===== src/rtl/console_arbiter_if.sv =====
// Console arbiter bus: fifo read side plus tx byte stream.
// master = arbiter, slave = fifos/sink side.
interface console_arbiter_if #(
  parameter int N_CH  = 4,
  parameter int WIDTH = 8
);
  localparam int CW = $clog2(N_CH);

  logic [N_CH-1:0]       ch_empty;
  logic [N_CH*WIDTH-1:0] ch_data;
  logic [N_CH-1:0]       ch_advance;
  logic [WIDTH-1:0]      tx_data;
  logic                  tx_valid;
  logic                  tx_ready;
  logic                  busy;
  logic [CW-1:0]         cur_ch;

  modport master (
    input  ch_empty, ch_data, tx_ready,
    output ch_advance, tx_data, tx_valid, busy, cur_ch
  );

  modport slave (
    output ch_empty, ch_data, tx_ready,
    input  ch_advance, tx_data, tx_valid, busy, cur_ch
  );
endinterface


===== src/rtl/console_arbiter.sv =====
// Round-robin line arbiter draining console fifos into one tx sink.
// Tags channel switches and holds the grant until end of line.
module console_arbiter #(
  parameter int              N_CH         = 4,
  parameter int              WIDTH        = 8,
  parameter int              MAX_BURST    = 64,
  parameter int              HOLD_TIMEOUT = 255,
  parameter logic [WIDTH-1:0] TAG_BASE    = 8'hF0,
  parameter logic [WIDTH-1:0] EOL         = 8'h0A
) (
  input logic             clk,
  input logic             rst_n,
  console_arbiter_if.master bus
);
  localparam int CW = $clog2(N_CH);
  localparam int BW = $clog2(MAX_BURST + 1);
  localparam int HW = $clog2(HOLD_TIMEOUT + 1);

  typedef enum logic [2:0] {
    IDLE, TAG, SETTLE, SEND, HOLD
  } state_t;

  state_t        state, state_n;
  logic [CW-1:0] grant, grant_n;
  logic [CW-1:0] last_grant, last_grant_n;
  logic [CW-1:0] last_tag, last_tag_n;
  logic          tag_valid, tag_valid_n;
  logic [BW-1:0] burst, burst_n;
  logic [HW-1:0] hold, hold_n;
  logic          cnt, cnt_n;

  logic             found;
  logic [CW-1:0]    idx;
  logic [WIDTH-1:0] cur_byte;
  logic [BW-1:0]    burst_inc;
  logic             tx_valid;
  logic [WIDTH-1:0] tx_data;
  logic [N_CH-1:0]  advance;

  assign cur_byte  = bus.ch_data[int'(grant)*WIDTH +: WIDTH];
  assign burst_inc = burst + BW'(1);

  // first non-empty channel after last_grant, wrapping
  always_comb begin
    found = 1'b0;
    idx   = last_grant;
    for (int k = 1; k <= N_CH; k++) begin
      if (!found && !bus.ch_empty[(int'(last_grant) + k) % N_CH]) begin
        found = 1'b1;
        idx   = CW'((int'(last_grant) + k) % N_CH);
      end
    end
  end

  always_ff @(posedge clk or negedge rst_n) begin
    if (!rst_n) begin
      state      <= IDLE;
      grant      <= '0;
      last_grant <= CW'(N_CH - 1);
      last_tag   <= '0;
      tag_valid  <= 1'b0;
      burst      <= '0;
      hold       <= '0;
      cnt        <= 1'b0;
    end else begin
      state      <= state_n;
      grant      <= grant_n;
      last_grant <= last_grant_n;
      last_tag   <= last_tag_n;
      tag_valid  <= tag_valid_n;
      burst      <= burst_n;
      hold       <= hold_n;
      cnt        <= cnt_n;
    end
  end

  always_comb begin
    state_n      = state;
    grant_n      = grant;
    last_grant_n = last_grant;
    last_tag_n   = last_tag;
    tag_valid_n  = tag_valid;
    burst_n      = burst;
    hold_n       = hold;
    cnt_n        = cnt;
    tx_valid     = 1'b0;
    tx_data      = '0;
    advance      = '0;
    unique case (state)
      IDLE: begin
        if (found) begin
          grant_n = idx;
          burst_n = '0;
          hold_n  = '0;
          cnt_n   = 1'b1;
          if (!tag_valid || idx != last_tag) state_n = TAG;
          else                               state_n = SETTLE;
        end
      end
      TAG: begin
        tx_valid = 1'b1;
        tx_data  = TAG_BASE + WIDTH'(grant);
        if (bus.tx_ready) begin
          last_tag_n  = grant;
          tag_valid_n = 1'b1;
          cnt_n       = 1'b1;
          state_n     = SETTLE;
        end
      end
      // fifo flags/data lag the advance strobe
      SETTLE: begin
        if (cnt)                       cnt_n   = 1'b0;
        else if (!bus.ch_empty[grant]) state_n = SEND;
        else                           state_n = HOLD;
      end
      SEND: begin
        tx_valid = 1'b1;
        tx_data  = cur_byte;
        if (bus.tx_ready) begin
          advance[grant] = 1'b1;
          burst_n        = burst_inc;
          if (cur_byte == EOL || burst_inc == BW'(MAX_BURST)) begin
            state_n      = IDLE;
            last_grant_n = grant;
          end else begin
            cnt_n   = 1'b1;
            state_n = SETTLE;
          end
        end
      end
      HOLD: begin
        if (!bus.ch_empty[grant]) begin
          state_n = SEND;
          hold_n  = '0;
        end else if (hold == HW'(HOLD_TIMEOUT)) begin
          state_n      = IDLE;
          last_grant_n = grant;
        end else begin
          hold_n = hold + HW'(1);
        end
      end
      default: state_n = IDLE;
    endcase
  end

  assign bus.tx_valid   = tx_valid;
  assign bus.tx_data    = tx_data;
  assign bus.ch_advance = advance;
  assign bus.busy       = (state != IDLE);
  assign bus.cur_ch     = grant;
endmodule


===== src/flat_wrapper.sv =====
// flat-port wrapper written by rule: the top's interface ports become plain ports
module console_arbiter_flat 
#(
  parameter int              N_CH         = 4,
  parameter int              WIDTH        = 8,
  parameter int              MAX_BURST    = 64,
  parameter int              HOLD_TIMEOUT = 255,
  parameter logic [WIDTH-1:0] TAG_BASE    = 8'hF0,
  parameter logic [WIDTH-1:0] EOL         = 8'h0A
)
  (clk, rst_n, bus_ch_empty, bus_ch_data, bus_tx_ready, bus_ch_advance, bus_tx_data, bus_tx_valid, bus_busy, bus_cur_ch);
  console_arbiter_if #(.N_CH(N_CH), .WIDTH(WIDTH)) bus_i ();
  input logic clk;
  input logic rst_n;
  input wire logic [$bits(bus_i.ch_empty)-1:0] bus_ch_empty;
  input wire logic [$bits(bus_i.ch_data)-1:0] bus_ch_data;
  input wire logic [$bits(bus_i.tx_ready)-1:0] bus_tx_ready;
  output wire logic [$bits(bus_i.ch_advance)-1:0] bus_ch_advance;
  output wire logic [$bits(bus_i.tx_data)-1:0] bus_tx_data;
  output wire logic [$bits(bus_i.tx_valid)-1:0] bus_tx_valid;
  output wire logic [$bits(bus_i.busy)-1:0] bus_busy;
  output wire logic [$bits(bus_i.cur_ch)-1:0] bus_cur_ch;
  assign bus_i.ch_empty = bus_ch_empty;
  assign bus_i.ch_data = bus_ch_data;
  assign bus_i.tx_ready = bus_tx_ready;
  assign bus_ch_advance = bus_i.ch_advance;
  assign bus_tx_data = bus_i.tx_data;
  assign bus_tx_valid = bus_i.tx_valid;
  assign bus_busy = bus_i.busy;
  assign bus_cur_ch = bus_i.cur_ch;
  console_arbiter #(.N_CH(N_CH), .WIDTH(WIDTH), .MAX_BURST(MAX_BURST), .HOLD_TIMEOUT(HOLD_TIMEOUT), .TAG_BASE(TAG_BASE), .EOL(EOL)) u_core (.clk(clk), .rst_n(rst_n), .bus(bus_i));
endmodule

===== config.mk =====
export PLATFORM = sky130hd
export DESIGN_NAME = console_arbiter_flat
export DESIGN_NICKNAME = d
export VERILOG_FILES = /design/src/rtl/console_arbiter_if.sv /design/src/rtl/console_arbiter.sv /design/src/flat_wrapper.sv
export SDC_FILE = /design/constraint.sdc
export NUM_CORES = 1
export LEC_CHECK = 0
export CORE_MARGIN = 3
export CORE_UTILIZATION = 48
export DETAILED_ROUTE_END_ITERATION = 6
export GPL_TIMING_DRIVEN = 0
export HOLD_SLACK_MARGIN = 0.05
export PLACE_DENSITY = 0.81
export SLEW_MARGIN = 20
export SYNTH_ARGS = -nofsm -noshare
export SYNTH_HDL_FRONTEND = slang
export SYNTH_SLANG_ARGS = --single-unit

===== constraint.sdc =====
create_clock -name clk -period 2.54 [get_ports clk]
set_clock_uncertainty 0.05 [all_clocks]
set_input_delay 0.635 -clock clk [delete_from_list [all_inputs] [get_ports clk]]
set_output_delay 0.635 -clock clk [all_outputs]
set_load 0.03 [all_outputs]

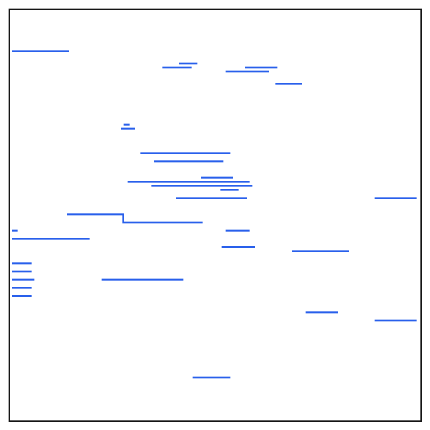
Fig. 1. The metal 3 layer.
Drawn at 6 px/um.
The layer carries 226 um of wire. The layer holds 4.1% of the routed length. The wires run mostly horizontal. 27 nets have wire on it. The longest straight run is 20.0 um.
met3 Use GR: 0.0312
final wirelength: 5.48 mm
DR vias: 1856

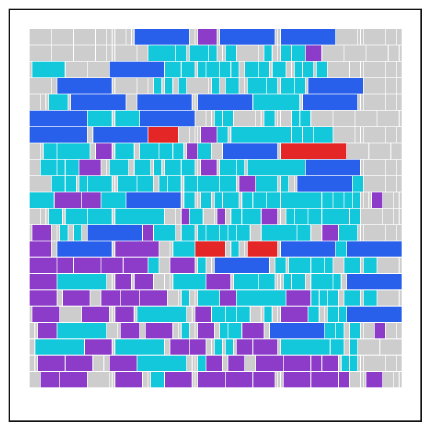
Fig. 2. Placement by cell class.
Drawn at 6 px/um. Fill, decap, tap and diode cells in gray.
Key: purple = other buffers and delay cells [cells 72]; cyan = all other logic [cells 168]; red = clock drivers and dummy loads [cells 4]; blue = flops [cells 26]
Core ar.: 3720 um^2
Row Count: 22

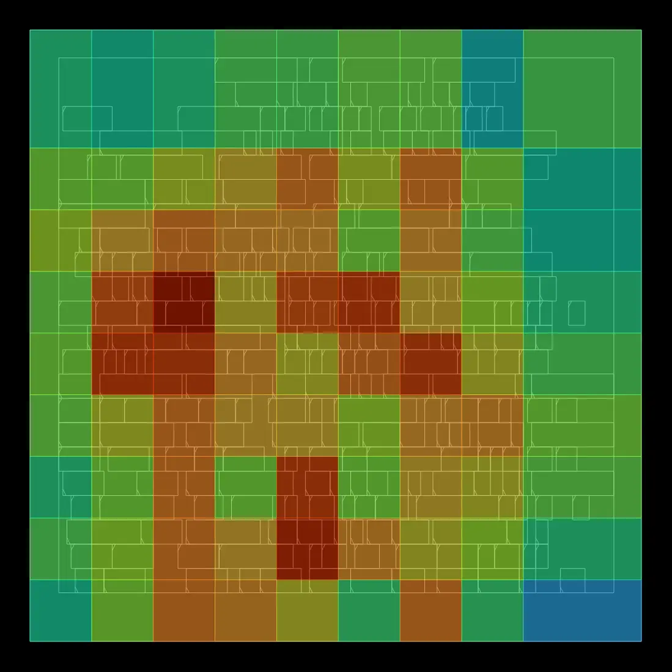
Fig. 3. Track usage over the die.
wire per inst: 17.2 um
Tot GR Track Use: 0.232
Final Util: 0.738
GR Util met1: 0.311
busiest grt layer: met2

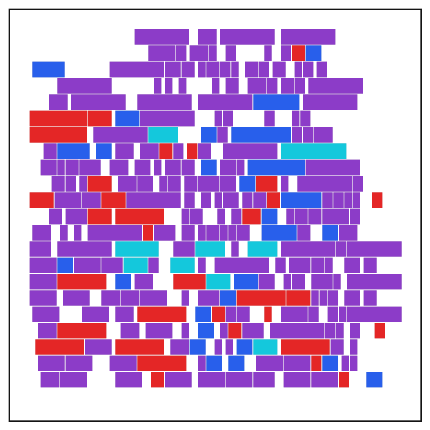
Fig. 4. Sizing map.
Drawn at 6 px/um.
Key: red = drive 2 [cells 33, most used mux4_2]; purple = drive 1 or less [cells 201]; cyan = drive 6 and up [cells 9, most used buf_6]; blue = drive 3 to 4 [cells 27, most used buf_4]
number of signal-net buffers in the layout: 72
Setup WS post-layout: 0.0148 ns
Post-Layout Inst Area: 2740 um^2
area grow syn2layout: 46.8%

==> deck_impl_summary.md <==
Key Metrics from the Run

Critical path
  – Crit path DAT: 2.69 ns
  – CP delay by family, top: buffers and inverters
  – Reg2reg setup slack: 0.08 ns
  – Crit-path slowest cell: mux4_2
  – Most used cell, CP: buf_4
  – Crit path capture: u_core.hold[2]
  – R2R cell count: 8
  – Crit. End Element: flop
  – Critical path class: primary input to flop
  – CP Cell Sequence: clkdlybuf4s50_1, mux4_2, and2_1, buf_4, a41oi_4, buf_4, nand2_1, xor2_1, nor2_1
  – FF-to-FF Start: u_core.bus.cur_ch[0]
  – Levels on crit path: 9
  – Worst Path Buf+Inv: 3
  – Worst Setup Start Kind: primary input
  – FF-to-FF End: u_core.state[1]
  – Worst Setup SP: bus_ch_empty[0]
  – Max incr delay on CP: 0.53 ns
  – CP required: 2.70 ns
  – Crit-path max FO: 10

Drt
  – M1 wire length: 2.24 mm
  – DRC: 0
  – Metal3 WL: 225 um
  – Avg Vias per Cell: 5.84
  – DR top layer: met4
  – Antenna viol nets, final: 0
  – DR WL met2: 2.94 mm
  – Initial drt markers: 93
  – 1st-pass router iterations: 4

Place
  – Place WS: -0.520 ns
  – Post-DP HPWL: 3.93 mm
  – Cell Area, Placed: 2450 um^2
  – DP Cell Count: 306
  – # port buffers: 53
  – RD Place Congestion: 0.908

Timing
  – Min cycle time layout: 2.53 ns
  – WHS: 0.298 ns
  – Setup violations, final: 0
  – Slew HR: 0.611
  – Setup TNS: 0 ns
  – FMAX: 396 MHz
  – Measured slew at the worst slew-check pin: 0.584 ns
  – Hold Violations, Final: 0

Logic synthesis
  – Largest logic family: simple AND/OR/NAND/NOR gates
  – Seq share, synth: 0.349
  – Yosys reg bits: 26
  – Yosys cell types: 43
  – Mapped Cells: 205
  – Adder Share, Synth: 0.0134
  – Syn_area_per_cell: 9.12 um^2
  – Yosys cell count: 205
  – MUX area fraction: 0.172
  – XOR/XNOR Fraction of Synth Area: 0.0234
  – Count of library flops with an enable pin: 0
  – Synth Cell Area: 1870 um^2
  – Commonest flop: dfrtp_1
  – Syn Nets: 246
  – FFs w/ async S/R, synth: 1.00
  – Synth Warn #: 0
  – Aoi share: 0.163
  – Simple-gate share of the synthesized area: 0.235
  – Yosys Chip Area: 1870 um^2

Finish
  – Nets: 312
  – Largest Register: u_core.hold
  – Largest register FFs: 8
  – Finished Layout Cells: 318
  – Logic area: 1230 um^2
  – Total number of sequential cells: 26
  – Most frequent logic cells in the routed design: 24 x nor2_1, 24 x dlymetal6s2s_1, 24 x dfrtp_1
  – Seq/total area: 0.238
  – Number of fill cells: 256
  – Layout non-clock buf frac: 0.254
  – MI comb cells: 160
  – Top cell category: logic gates
  – FF+latch area: 653 um^2
  – Inverters: 8
  – Clk cell area share: 0.0260
  – CLK BUF: 3
  – Largest regs: u_core.hold (8), u_core.burst (7), u_core.state (3)
  – Comb/total area: 0.450
  – N_diodes: 0

GRT
  – GR Overflow Total: 0
  – Routing usage on met2: 0.398
  – Initial antenna violation count: 0
  – Number of global-route vias before repair: 1715
  – First-pass GRT wire length: 8.16 mm
  – Largest net degree at the start of global routing: 27

Floorplan
  – Pre-Place Util: 0.503
  – Die H: 68.4 um
  – Top-Level Pins: 55
  – Die width: 68.4 um
  – Tap Cells: 48

Power
  – Max IR drop VDD: 735 uV
  – Leading power group: combinational cells
  – Total Power: 2.92 mW
  – Logic pwr share: 0.672
  – Comb pwr: 1.96 mW
  – Seq pwr share: 0.208
  – Clk network pwr share: 0.120
  – Cell Int Power: 1.59 mW
  – Switch Pwr: 1.33 mW
  – Clock group total power: 0.351 mW
  – Switching Fraction: 0.454

Clocking
  – Post_cts resized: 90
  – CTS max path bufs: 2
  – Num CTS Buffers: 3
  – Sink Count: 26
  – Post-CTS Hold Buffers: 0
  – Clock Pin Slew Worst Setup and Hold Paths: 0.10 ns
  – Worst skew pair latency: 0.28 ns
  – Post-CTS setup buffer count: 1

Job
  – Max Cap Violations: 0
  – OpenROAD warning count: 27

Min path
  – Worst Hold Class: primary input to asynchronous set/reset pin

Run status
  – Status: finished, final reports clean
[synth_stat cells (3+ instances only)]
cell | number | share of area
a21oi_1 | 4 | 0.011
mux2_2 | 7 | 0.042
nor2b_1 | 8 | 0.027
dfrtp_1 | 24 | 0.32
nand4_1 | 5 | 0.017
and3_1 | 9 | 0.030
nor2_1 | 27 | 0.054
o21ai_0 | 21 | 0.056
inv_1 | 8 | 0.016
mux4_2 | 9 | 0.11
a211oi_1 | 3 | 0.012
buf_2 | 3 | 0.0080
mux2i_1 | 4 | 0.021
o31ai_1 | 5 | 0.020
xor2_1 | 4 | 0.019
nand2_1 | 15 | 0.030
and2_1 | 3 | 0.010
clkbuf_1 | 7 | 0.014
nand3_1 | 9 | 0.024
No activity file was given, so power comes from the tool's default toggle rates.
